--- config.mk ---
export PLATFORM = sky130hd
export DESIGN_NAME = stop_watch_disp
export DESIGN_NICKNAME = d
export VERILOG_FILES = /design/src/rtl/stop_watch_disp.sv
export SDC_FILE = /design/constraint.sdc
export NUM_CORES = 1
export LEC_CHECK = 0
export CAP_MARGIN = 20
export CORE_ASPECT_RATIO = 1.4
export CORE_MARGIN = 4
export CORE_UTILIZATION = 45
export CTS_BUF_LIST = sky130_fd_sc_hd__clkbuf_8
export DETAILED_ROUTE_END_ITERATION = 7
export GPL_TIMING_DRIVEN = 1
export PLACE_DENSITY = 0.65
export SLEW_MARGIN = 10
export SYNTH_ARGS = -nofsm -noshare
export SYNTH_HDL_FRONTEND = slang
export SYNTH_SLANG_ARGS = --single-unit
--- constraint.sdc ---
create_clock -name clk -period 10.7 [get_ports clk]
set_input_delay 2.14 -clock clk [delete_from_list [all_inputs] [get_ports clk]]
set_output_delay 2.14 -clock clk [all_outputs]
set_load 0.01 [all_outputs]
--- src/rtl/stop_watch_disp.sv ---
// rtl/stop_watch_disp.sv - four-digit multiplexed seven-segment display for a stopwatch (SS.CC).
// Optional macro STOP_WATCH_DISP_BLANK_EN blanks a leading zero in the seconds-tens slot.
module stop_watch_disp #(
  parameter int SCAN_DIV     = 1000,
  parameter int BLINK_FRAMES = 16
) (
  input  logic       clk,
  input  logic       rst,
  input  logic [6:0] centisec,
  input  logic [5:0] sec,
  input  logic       freezing,
  output logic [7:0] seg,
  output logic [3:0] dig_sel
);

  localparam logic [15:0] SCAN_LAST  = 16'(SCAN_DIV - 1);
  localparam logic [7:0]  BLINK_LAST = 8'(BLINK_FRAMES - 1);

  logic [15:0] scan_cnt_q, scan_cnt_d;
  logic [1:0]  dig_idx_q, dig_idx_d;
  logic [6:0]  snap_cs_q, snap_cs_d;
  logic [5:0]  snap_sec_q, snap_sec_d;
  logic [7:0]  frame_cnt_q, frame_cnt_d;
  logic        blink_q, blink_d;
  logic [7:0]  seg_q, seg_d;
  logic [3:0]  dig_sel_q, dig_sel_d;

  logic        frame_end;
  logic        cs_valid, sec_valid;
  logic [3:0]  cs_ones, cs_tens, sec_ones, sec_tens;
  logic [3:0]  digit;
  logic        digit_valid;
  logic        dp_n;

  // Active-low {g,f,e,d,c,b,a} pattern for one decimal digit.
  function automatic logic [6:0] seg7(input logic [3:0] d);
    case (d)
      4'd0:    seg7 = 7'h40;
      4'd1:    seg7 = 7'h79;
      4'd2:    seg7 = 7'h24;
      4'd3:    seg7 = 7'h30;
      4'd4:    seg7 = 7'h19;
      4'd5:    seg7 = 7'h12;
      4'd6:    seg7 = 7'h02;
      4'd7:    seg7 = 7'h78;
      4'd8:    seg7 = 7'h00;
      4'd9:    seg7 = 7'h10;
      default: seg7 = 7'h7F;
    endcase
  endfunction

  assign frame_end = (dig_idx_q == 2'd3) && (scan_cnt_q == SCAN_LAST);

  always_comb begin
    scan_cnt_d  = scan_cnt_q + 16'd1;
    dig_idx_d   = dig_idx_q;
    snap_cs_d   = snap_cs_q;
    snap_sec_d  = snap_sec_q;
    frame_cnt_d = frame_cnt_q;
    blink_d     = blink_q;

    if (scan_cnt_q == SCAN_LAST) begin
      scan_cnt_d = 16'd0;
      dig_idx_d  = dig_idx_q + 2'd1;
    end

    // Snapshot and blink state only move on frame boundaries so a frame is self-consistent.
    if (frame_end) begin
      snap_cs_d  = centisec;
      snap_sec_d = sec;
      if (freezing) begin
        if (frame_cnt_q == BLINK_LAST) begin
          frame_cnt_d = 8'd0;
          blink_d     = ~blink_q;
        end else begin
          frame_cnt_d = frame_cnt_q + 8'd1;
        end
      end else begin
        frame_cnt_d = 8'd0;
        blink_d     = 1'b0;
      end
    end
  end

  always_comb begin
    cs_valid  = (snap_cs_q <= 7'd99);
    sec_valid = (snap_sec_q <= 6'd59);
    cs_tens   = 4'(snap_cs_q / 7'd10);
    cs_ones   = 4'(snap_cs_q % 7'd10);
    sec_tens  = 4'(snap_sec_q / 6'd10);
    sec_ones  = 4'(snap_sec_q % 6'd10);

    digit       = 4'd0;
    digit_valid = 1'b1;
    case (dig_idx_q)
      2'd0: begin digit = cs_ones;  digit_valid = cs_valid;  end
      2'd1: begin digit = cs_tens;  digit_valid = cs_valid;  end
      2'd2: begin digit = sec_ones; digit_valid = sec_valid; end
      default: begin digit = sec_tens; digit_valid = sec_valid; end
    endcase

    dp_n      = !((dig_idx_q == 2'd2) && !blink_q);
    seg_d     = {dp_n, digit_valid ? seg7(digit) : 7'h3F};
    dig_sel_d = ~(4'b0001 << dig_idx_q);

`ifdef STOP_WATCH_DISP_BLANK_EN
    if ((dig_idx_q == 2'd3) && sec_valid && (sec_tens == 4'd0)) begin
      seg_d     = 8'hFF;
      dig_sel_d = 4'hF;
    end
`endif
  end

  always_ff @(posedge clk) begin
    if (rst) begin
      scan_cnt_q  <= 16'd0;
      dig_idx_q   <= 2'd0;
      snap_cs_q   <= 7'd0;
      snap_sec_q  <= 6'd0;
      frame_cnt_q <= 8'd0;
      blink_q     <= 1'b0;
      seg_q       <= 8'hFF;
      dig_sel_q   <= 4'hF;
    end else begin
      scan_cnt_q  <= scan_cnt_d;
      dig_idx_q   <= dig_idx_d;
      snap_cs_q   <= snap_cs_d;
      snap_sec_q  <= snap_sec_d;
      frame_cnt_q <= frame_cnt_d;
      blink_q     <= blink_d;
      seg_q       <= seg_d;
      dig_sel_q   <= dig_sel_d;
    end
  end

  assign seg     = seg_q;
  assign dig_sel = dig_sel_q;

endmodule
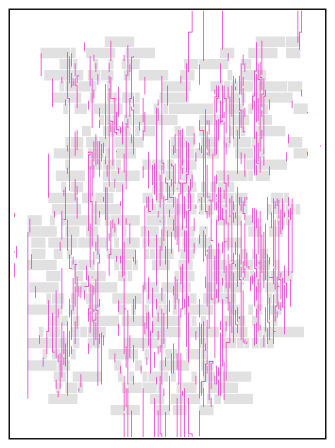
(the metal 2 layer)
nets with wire on the layer: 343
wire length on this layer: 3230 um
share of all routed wire: 50%
main direction: vertical
longest straight run: 40.5 um

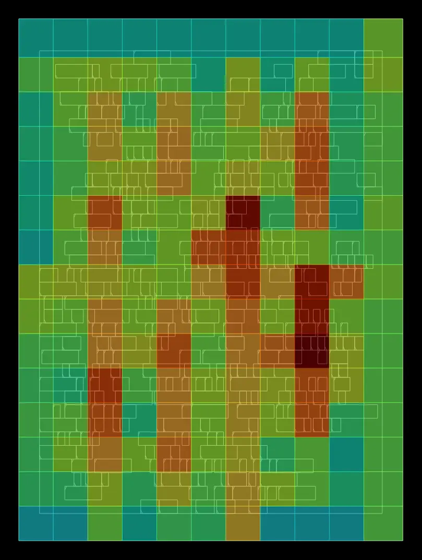
(congestion heat map)
met3 usage: 2.43%
busiest grt layer: met2
GRT Util Overall: 16.7%
GRT met2 Usage: 29.2%

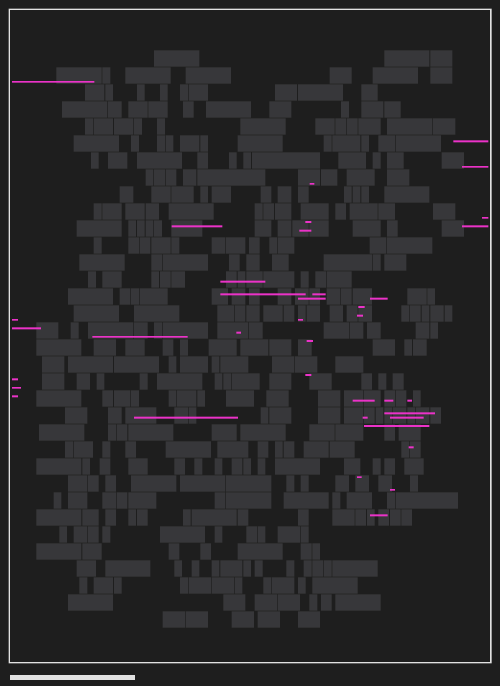
(the metal 3 layer)
Bar = 20 um.
share of all routed wire: 2.2%
wire length on this layer: 139 um
longest straight run: 16.3 um
nets with wire on the layer: 26
main direction: horizontal

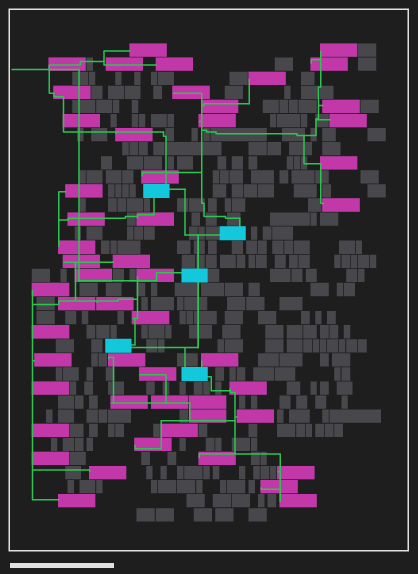
(clock network drawn from the DEF)
Bar = 20 um.
legend:
  clock wires:
    colour: green
    length: 623 um
  flip-flops:
    colour: magenta
    count: 52
  clock-net drivers:
    colour: cyan
    count: 5
routed clock nets: 6

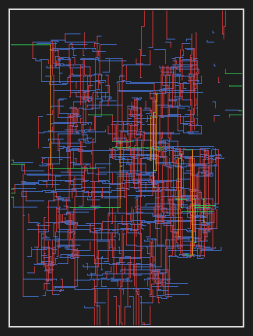
(routed metal, one colour a layer)
legend:
  M3:
    colour: green
    wire_length: 139 um
  M2:
    colour: red
    wire_length: 3230 um
  M4:
    colour: orange
    wire_length: 226 um
  M1:
    colour: blue
    wire_length: 2810 um

==> flow_summary.toml <==
# flow metrics
[final_timing]
period_used_pct = 43.5
fmax_mhz = 215
fin_skew_ps = 7.40
drv_slew = 0

[detailed_routing]
vias_per_cell = 5.60
drcViolationCount = 0
wirelength_um = 6400
vias = 2558

[setup_path]
worstSetupStartpoint = "dig_idx_q[0]"
regToRegSetupSlack_ps = 6040
crit_buf_inv = 3
worstSetupEndpointType = "flop"
slowest_delay_ps = 600
crit_family = "AND-OR/OR-AND gates"
r2r-end = "seg[4]"

[clocking]
clk_pin_slew_ps = 90
worstSkewPairLatency_ps = 300
cts_resized = 0
cts.path.max_buffers = 2
cts_max_level = 2

[layout]
mostFrequentLayoutCell = "nand2_1"
largest_reg_flops = 16
drive_gt1_share_pct = 6.23
largest_register = "scan_cnt_q"
nets = 415
final_core_util_pct = 53.6
layout_top_cells = "nand2_1, dfxtp_1, nor2_1"

[floorplan]
die_w_um = 76.8
core_area_sq_um = 6340
io_pins = 28

[yosys]
ys_cells = 365
synth-edff-count = 0
syn_area_sq_um = 2980
ys_seq_share_pct = 34.9
ys_ff = 52
yosys_warnings = 0

[pwr]
switchingPower_mw = 0.0701
internal_power_mw = 0.297
ir_worst_vdd_v = 0.0000766
total_power_mw = 0.368

[global_route]
grt_pass1_wl_um = 11200
grt_pass1_vias = 2530

[outcome]
status = "complete, no violations"

[job]
cap_violations = 0
==> kinds of logic after synthesis <==
group           Yosys count  share of synthesized area [%]
compound gates           74                           16.6
xor+xnor                 23                           6.76
fa+ha+maj                14                           5.88
buf+inv                  23                           3.57
flops                    52                           34.9
mux                      16                           5.54
simple gates            163                           26.8
==> area by class of cell <==
class / count / share of cell area, %
clock inverter: 2 / 1.77
clock buffer: 5 / 2.03
multi-input combinational: 290 / 54.0
timing repair buffer: 27 / 7.95
inverter: 9 / 0.994
sequential: 52 / 30.6
tap: 72 / 2.65
==> Yosys cell counts, types with 2 or more instances <==
library cell	instances
nand4b_1	2
nand2b_1	5
nor4_1	4
mux2i_1	12
a21oi_1	29
and2_1	4
and3_1	4
mux2_2	4
nor3b_2	2
xor2_1	13
inv_1	8
buf_4	3
o21ai_0	9
nor2_1	44
dfxtp_1	52
nand3b_1	2
o22ai_1	5
o211ai_1	2
o31ai_1	4
nand2_1	53
nor3b_1	4
or2_2	4
a22oi_1	3
or4_1	2
o311a_1	2
clkbuf_1	8
xnor2_1	10
nand3_1	16
nand4_1	5
ha_1	14
nor3_1	4
o21ai_1	6
==> worst max-delay path by stage <==
stage / depth (start not counted) / slack, ps / to
global placement: 18 / 6190 / seg[4]
finish: 18 / 6040 / seg[4]
CTS: 18 / 6040 / seg[4]
global route: 18 / 5630 / seg[4]
detailed placement: 18 / 6090 / seg[4]
floorplan: 20 / 6830 / seg[4]
==> tightest hold or removal path, cell delays in order (launching register included) <==
cell     delay, ps
dfxtp_1        320
nand2_1         50
a21oi_1         50
==> layer usage <==
| metal | global-route usage (%) | share of wire, % |
|---|---|---|
| met5 | 0 | 0 |
| met4 | 8.55 | 3.5 |
| met3 | 2.43 | 2.2 |
| met2 | 29.2 | 50 |
| met1 | 19.3 | 44 |
